`src/rtl/viterbi_pkg.sv`:
```
// rtl/viterbi_pkg.sv - shared constants and types for the Viterbi storage blocks
package viterbi_pkg;

    localparam int NUM_STATES       = 4;
    localparam int DEC_W            = 4;
    localparam int TBL_DEFAULT      = 15;
    localparam int PM_WIDTH_DEFAULT = 8;

    typedef logic [PM_WIDTH_DEFAULT-1:0] pm_word_t;
    typedef logic [DEC_W-1:0]            dec_vec_t;

endpackage

```
`src/rtl/decision_history_sreg.sv`:
```
// rtl/decision_history_sreg.sv - TBL-deep survivor decision shift history with random read
module decision_history_sreg
    import viterbi_pkg::*;
#(
    parameter int TBL = TBL_DEFAULT
) (
    input  logic                   clk,
    input  logic                   rst,
    input  logic                   valid_i,
    input  logic [DEC_W-1:0]       dec_bits_i,
    input  logic [$clog2(TBL)-1:0] read_addr_i,
    output logic [DEC_W-1:0]       read_data_o
);

    // Entry 0 is the oldest decision vector, entry TBL-1 the newest.
    dec_vec_t hist_q [TBL];
    dec_vec_t hist_d [TBL];

    // Shift toward entry 0 on each trellis step; the oldest vector falls off silently.
    always_comb begin
        hist_d = hist_q;
        if (valid_i) begin
            for (int k = 0; k < TBL - 1; k++) begin
                hist_d[k] = hist_q[k + 1];
            end
            hist_d[TBL - 1] = dec_bits_i;
        end
    end

    // History register; reset wins over a simultaneous step.
    always_ff @(posedge clk) begin
        if (rst) begin
            for (int k = 0; k < TBL; k++) begin
                hist_q[k] <= '0;
            end
        end else begin
            hist_q <= hist_d;
        end
    end

    // Combinational read; addresses past the last entry return zero instead of X.
    always_comb begin
        read_data_o = '0;
        if (int'(read_addr_i) < TBL) begin
            read_data_o = hist_q[read_addr_i];
        end
    end

endmodule

```
`src/rtl/path_metric_unit.sv`:
```
// rtl/path_metric_unit.sv - path metric registers and decision history for a 4-state trellis
module path_metric_unit
    import viterbi_pkg::*;
#(
    parameter int TBL      = TBL_DEFAULT,
    parameter int PM_WIDTH = PM_WIDTH_DEFAULT
) (
    input  logic                   clk,
    input  logic                   rst,
    input  logic                   valid_i,
    input  logic [DEC_W-1:0]       dec_bits_i,
    input  logic [PM_WIDTH-1:0]    pm_new_s0_i,
    input  logic [PM_WIDTH-1:0]    pm_new_s1_i,
    input  logic [PM_WIDTH-1:0]    pm_new_s2_i,
    input  logic [PM_WIDTH-1:0]    pm_new_s3_i,
    input  logic [$clog2(TBL)-1:0] read_addr_i,
    output logic [PM_WIDTH-1:0]    pm_current_s0_o,
    output logic [PM_WIDTH-1:0]    pm_current_s1_o,
    output logic [PM_WIDTH-1:0]    pm_current_s2_o,
    output logic [PM_WIDTH-1:0]    pm_current_s3_o,
    output logic [DEC_W-1:0]       read_data_o
);

    logic [PM_WIDTH-1:0] pm_q [NUM_STATES];
    logic [PM_WIDTH-1:0] pm_d [NUM_STATES];

    // Metrics are captured verbatim from ACS on a step; normalisation lives upstream.
    always_comb begin
        pm_d = pm_q;
        if (valid_i) begin
            pm_d[0] = pm_new_s0_i;
            pm_d[1] = pm_new_s1_i;
            pm_d[2] = pm_new_s2_i;
            pm_d[3] = pm_new_s3_i;
        end
    end

    // Path metric registers; reset wins over a simultaneous step.
    always_ff @(posedge clk) begin
        if (rst) begin
            for (int n = 0; n < NUM_STATES; n++) begin
                pm_q[n] <= '0;
            end
        end else begin
            pm_q <= pm_d;
        end
    end

    assign pm_current_s0_o = pm_q[0];
    assign pm_current_s1_o = pm_q[1];
    assign pm_current_s2_o = pm_q[2];
    assign pm_current_s3_o = pm_q[3];

    decision_history_sreg #(
        .TBL (TBL)
    ) u_history (
        .clk         (clk),
        .rst         (rst),
        .valid_i     (valid_i),
        .dec_bits_i  (dec_bits_i),
        .read_addr_i (read_addr_i),
        .read_data_o (read_data_o)
    );

endmodule

```
`config.mk`:
```
export PLATFORM = sky130hd
export DESIGN_NAME = path_metric_unit
export DESIGN_NICKNAME = d
export VERILOG_FILES = /design/src/rtl/viterbi_pkg.sv /design/src/rtl/decision_history_sreg.sv /design/src/rtl/path_metric_unit.sv
export SDC_FILE = /design/constraint.sdc
export NUM_CORES = 1
export LEC_CHECK = 0
export CORE_UTILIZATION = 30
export DETAILED_ROUTE_END_ITERATION = 10
export PLACE_DENSITY = 0.61
export SETUP_SLACK_MARGIN = 0.05
export SLEW_MARGIN = 20
export SYNTH_ARGS = -nofsm -noshare
export SYNTH_HDL_FRONTEND = slang
export SYNTH_SLANG_ARGS = --single-unit
```
`constraint.sdc`:
```
create_clock -name clk -period 2.38 [get_ports clk]
set_input_delay 0.357 -clock clk [delete_from_list [all_inputs] [get_ports clk]]
set_output_delay 0.357 -clock clk [all_outputs]
set_load 0.02 [all_outputs]
```
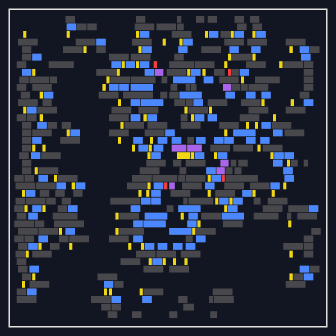
Run 1: gate-type map
- nor cells: yellow (cells 93; most used nor2_1; where all over the die)
- inv cells: red (cells 4; most used inv_1)
- aoi and oai cells: purple (cells 7; most used o221ai_1; where center)
- mux cells: blue (cells 112; most used mux2i_1; where all over the die)
Final Non-Filler Cells: 598
Commonest Layout Cell: mux2i_1
Comb/total area: 0.344

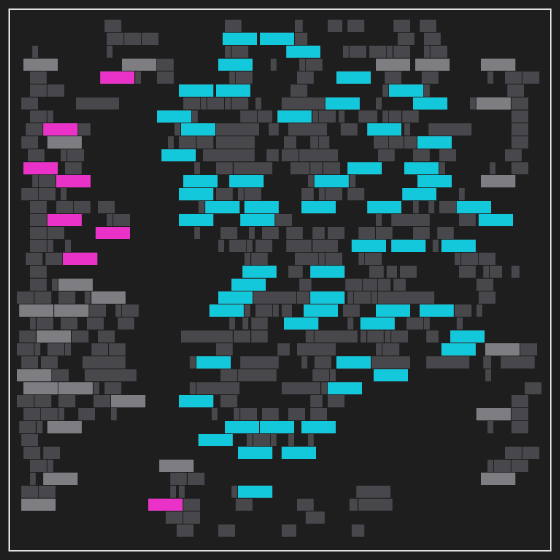
Run 1: register map, names as in the netlist
Other sequential cells in the stronger gray, the rest of the logic in the fainter gray.
- pm_current_s2_o: magenta (flops 8)
- u_history.hist_q: cyan (flops 60)
- not colored: 24
Power Sequential: 1.60 mW
register area: 0.00184 mm2
Final Core Density: 0.425
Seq area share: 0.359

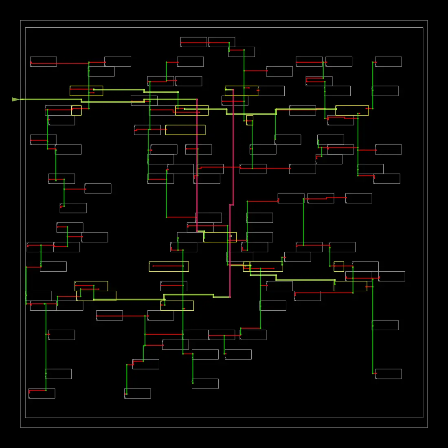
Run 1: clock nets
Clock Sink Count: 92
Seq cells: 92
clk pwr: 1.62 mW
Latency at later pin: 0.34 ns

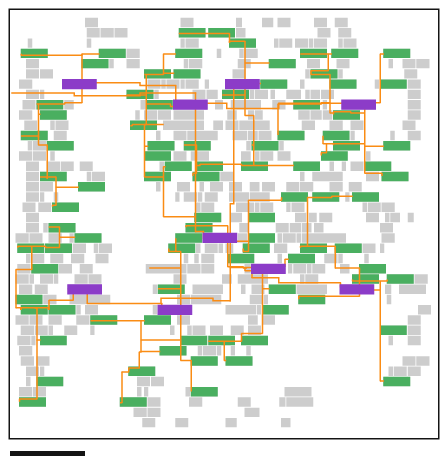
Run 1: clock network drawn from the DEF
Scale bar: 20 um.
- clock wires: orange (length 1190 um)
- clock-net drivers: purple (count 9)
- flip-flops: green (count 92)
- routed clock nets: 10

==> reports/results.txt, run 1 <==
outcome: finished, final reports clean
worst setup path start: read_addr_i[0]
DRC violations left: 0
pin count of the biggest net entering global routing: 93
syn_area_per_cell: 10.8 um2
top layer reached by signal wires: met4
Reg-to-Reg Start: u_history.hist_q[3]$_SDFFE_PP0P_
nets@finish: 468
Final Hold Viols: 0
drt first pass iters: 4
PortBufs: 78
CTS tree: yes
Yosys warnings: 0
switching share of power: 0.223
Main power group: clock
vias in the first global route: 2840
share of the synthesized area in the top cell type: 0.494
Slew HR: 0.577
fin crit share: 0.935
root buffer cell: clkbuf_16
-- run 1: cell usage after synthesis --
master    number
buf_6          3
a221o_1        3
nand2b_1       1
nor2b_1        1
dfxtp_1       92
o221ai_1       3
inv_1          4
buf_1          1
a221oi_1       3
a21o_1         3
o22ai_1        1
buf_2         10
mux2i_1      102
nor2_1        92
and3_1         3
clkbuf_1      12
mux4_2        10
and2_1         1
-- run 1: cell type report --
cell class                 instances  area share
tap                              168      0.0410
timing repair buffer              95       0.186
clock inverter                     7      0.0225
inverter                           4     0.00293
sequential                        92       0.359
multi-input combinational        223       0.344
clock buffer                       9      0.0439
-- run 1: kinds of logic after synthesis --
logic type      share of synthesized area
mux                                 0.334
flops                               0.494
buf+inv                            0.0396
simple gates                        0.103
compound gates                     0.0299
Run 1, cell classes on the final placement:
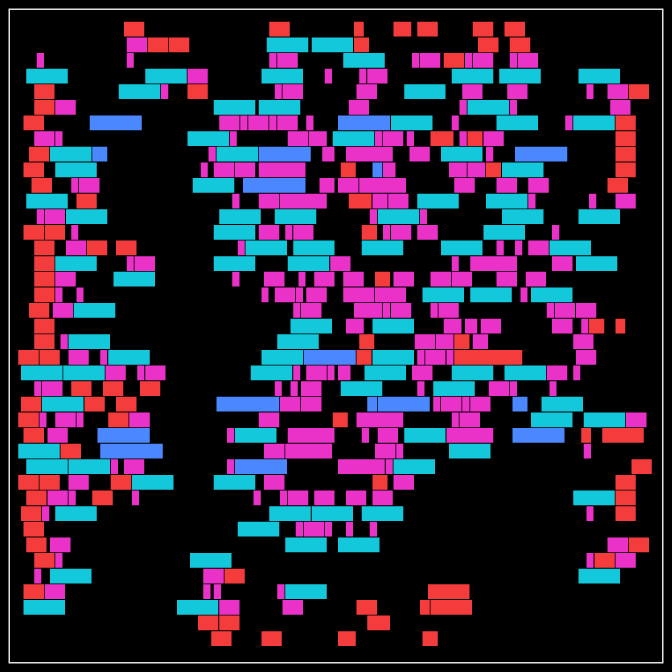

==> run 2, diff against run 1 <==
PLACE_DENSITY = 0.63   (was 0.61)
clock period = 1.9 ns   (was 2.38 ns; I/O delays follow)
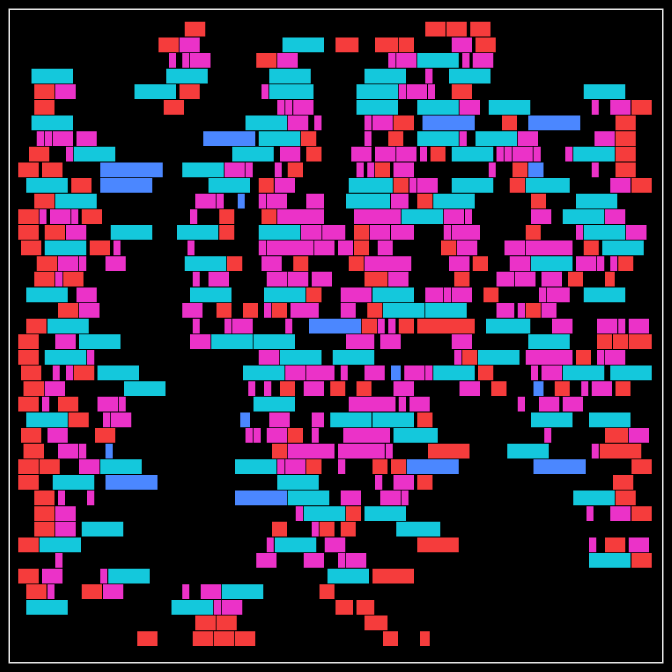
Run 2: cell classes on the final placement
- clock drivers and dummy loads: blue (cells 16; share of their area 5.4%)
- registers: cyan (cells 92; share of their area 35%)
- remaining buffers and delay cells: red (cells 145; share of their area 26%)
- remaining logic cells: magenta (cells 227; share of their area 34%)
Std-Cell Rows: 40
Core ar.: 0.0121 mm2
Design Area, Final: 0.00550 mm2
Final Core Density: 0.456
Seq area share: 0.337

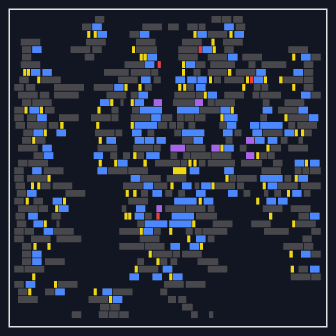
Run 2: gate-type map
- inv cells: red (cells 4; most used inv_1; where top center)
- aoi and oai cells: purple (cells 7; most used o221ai_1)
- nor cells: yellow (cells 93; most used nor2_1; where all over the die)
- mux cells: blue (cells 112; most used mux2i_1)
Final Non-Filler Cells: 648
Comb/total area: 0.325

==> run 2 against run 1 <==
- combinational power is 31% higher
- clock-buffer cell count is 2 higher
- setup slack worse by 0.31 ns
- first-iteration DRC count is 18% higher
- wire length is 7.4% higher
- cell area is 7.2% higher
- clock skew is 0.0027 ns higher
- synthesized area stayed put
- the flow now finishes with violations (setup timing)
- via count is 8.3% higher
==> reports/results.txt, run 2 <==
outcome: finished, violations left
failing checks: setup timing
root buffer cell: clkbuf_16
asr flop ratio synth: 0
commonest cells in the netlist: 102 x mux2i_1, 92 x dfxtp_1, 92 x nor2_1
CTS tree: yes
final worst slack: -0.154 ns
Reg-to-Reg Start: u_history.hist_q[47]$_SDFFE_PP0P_
Largest logic family: multiplexers
buffers outside the clock class: 145
endpoints failing setup: 4
DRC violations left: 0
pin count of the biggest net entering global routing: 71
most frequent cell after synthesis: mux2i_1
fin crit share: 1.08
MI comb cells: 223
top layer reached by signal wires: met4
syn_area_per_cell: 10.8 um2
share of the synthesized area in the top cell type: 0.494
nets@finish: 518
Seq cells: 92
Yosys warnings: 0
Clock-cell share: 0.0519
switching share of power: 0.232
nonclk inv count: 4
Largest cell class: registers
clock buffers: 11
PortBufs: 78
clk pwr: 1.73 mW
Post-Synth XOR/XNOR Area: 0
==> run 2: what timing repair did <==
action | in CTS | in global routing
gates resized | 45 | 12
hold buffers | 0 | 0
pin swaps | 4 | 1
setup endpoints to repair | 4 | 4
setup buffers | 4 | 1
cloned | 1 | 0
==> run 2: through the flow <==
step           power, mW  area, um2
6_report            4.28       5500
5_1_grt             4.48       5500
4_1_cts             4.35       5470
3_5_place_dp        2.58       5100
3_3_place_gp        2.56       5100
2_1_floorplan       2.32       3730
==> run 2: path summary, 6_finish.rpt <==
kind,end,slack (ns),cells past startpoint
setup / recovery,read_data_o[3],-0.15,3
hold reg to reg,pm_current_s1_o[4]$_SDFFE_PP0P_,0.49,2
setup reg to reg,u_history.hist_q[51]$_SDFFE_PP0P_,1.14,3
hold / removal,pm_current_s2_o[7]$_SDFFE_PP0P_,0.40,2
Run 2, clock network drawn from the DEF:
Scale bar: 20 um.
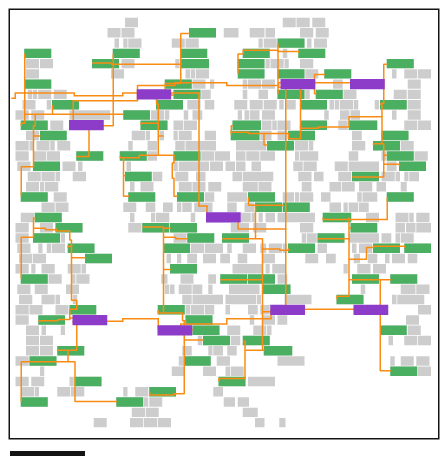

==> run 3, diff against run 2 <==
clock period = 1.87 ns   (was 1.9 ns; I/O delays follow)
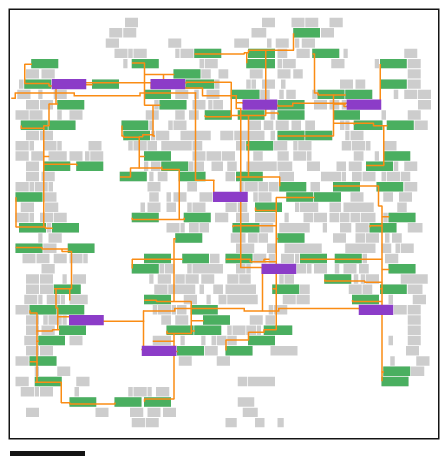
Run 3: clock network drawn from the DEF
Scale bar: 20 um.
- flip-flops: green (count 92)
- clock wires: orange (length 1180 um)
- clock-net drivers: purple (count 9)
- routed clock nets: 10
Clock power frac: 0.400
Post-Route Skew: 0.00321 ns
clk pwr: 1.73 mW

==> run 3 against run 2 <==
- the flow still finishes with violations (setup timing)
- setup slack lost 0.035 ns
- utilization grew 0.28 points
- combinational power up 3%
- wire length down 1.1%
- first-iteration DRC count grew 11%
- synthesized area unchanged
- hold slack improved by 0.011 ns
- sequential share of layout area decreased by 0.25 points
- cell area increased by 0.61%
- non-clock buffer count is 4 higher
- register-to-register slack got worse by 0.03 ns
- critical endpoint unchanged
- largest cell class unchanged
==> reports/results.txt, run 3 <==
outcome: finished, violations left
failing checks: setup timing
cts hold-fix bufs: 0
final worst slack: -0.190 ns
pin count of the biggest net entering global routing: 71
asr flop ratio synth: 0
Largest cell class: registers
endpoints failing setup: 4
nets@finish: 522
Final Hold Viols: 0
clock buffers: 15
Power Sequential: 2.04 mW
register area: 0.00185 mm2
Main power group: registers
buffering overhead: 0.252
DRC violations left: 0
Largest logic family: multiplexers
Most common reg cell: dfxtp_1
most frequent cell after synthesis: mux2i_1
simple-gate area share of the yosys netlist: 0.103
nonclk inv count: 4
Yosys warnings: 0
Resize count post-CTS: 45
root buffer cell: clkbuf_16
PortBufs: 78
Comb/total area: 0.322
Slew HR: 0.639
Post-Synth XOR/XNOR Area: 0
# Post-CTS Setup Buffers: 1
share of the synthesized area in the top cell type: 0.494
MI comb cells: 223
syn_area_per_cell: 10.8 um2
Pwr Total: 4.32 mW
switching share of power: 0.230
fin crit share: 1.10
Post-Place Cell Area: 0.00514 mm2
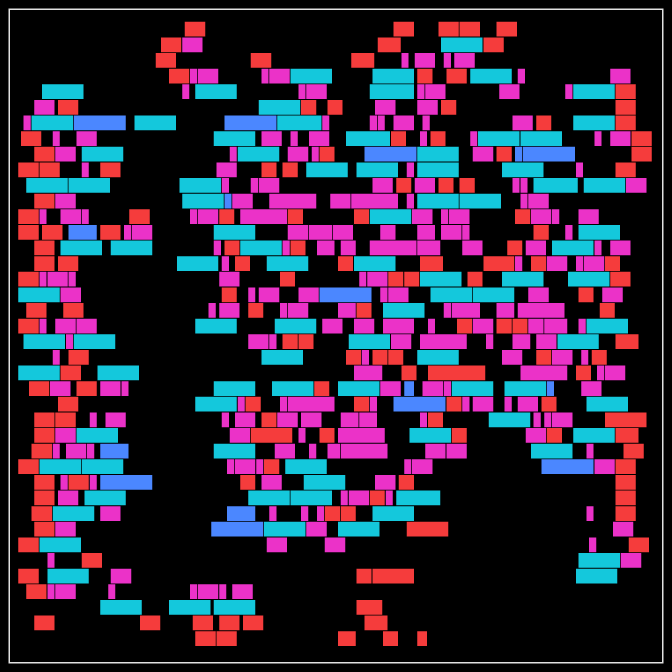
Run 3: cell classes on the final placement
- remaining logic cells: magenta (cells 227; share of their area 34%)
- remaining buffers and delay cells: red (cells 149; share of their area 26%)
- clock drivers and dummy loads: blue (cells 16; share of their area 5.3%)
- registers: cyan (cells 92; share of their area 35%)
Design Area, Final: 0.00553 mm2
Seq area share: 0.334
Final Core Density: 0.458

[run 3: cell counts after synthesis]
Identical to the previous run, type by type.
[run 3: worst paths after layout]
kind / cells past startpoint / to / from / slack, ns
hold / removal: 2 / pm_current_s1_o[5]$_SDFFE_PP0P_ / rst / 0.41
setup / recovery: 3 / read_data_o[3] / u_history.hist_q[47]$_SDFFE_PP0P_ / -0.19
hold reg to reg: 2 / pm_current_s3_o[0]$_SDFFE_PP0P_ / pm_current_s3_o[0]$_SDFFE_PP0P_ / 0.49
setup reg to reg: 3 / u_history.hist_q[42]$_SDFFE_PP0P_ / u_history.hist_q[38]$_SDFFE_PP0P_ / 1.11
No activity file was given, so power comes from the tool's default toggle rates.
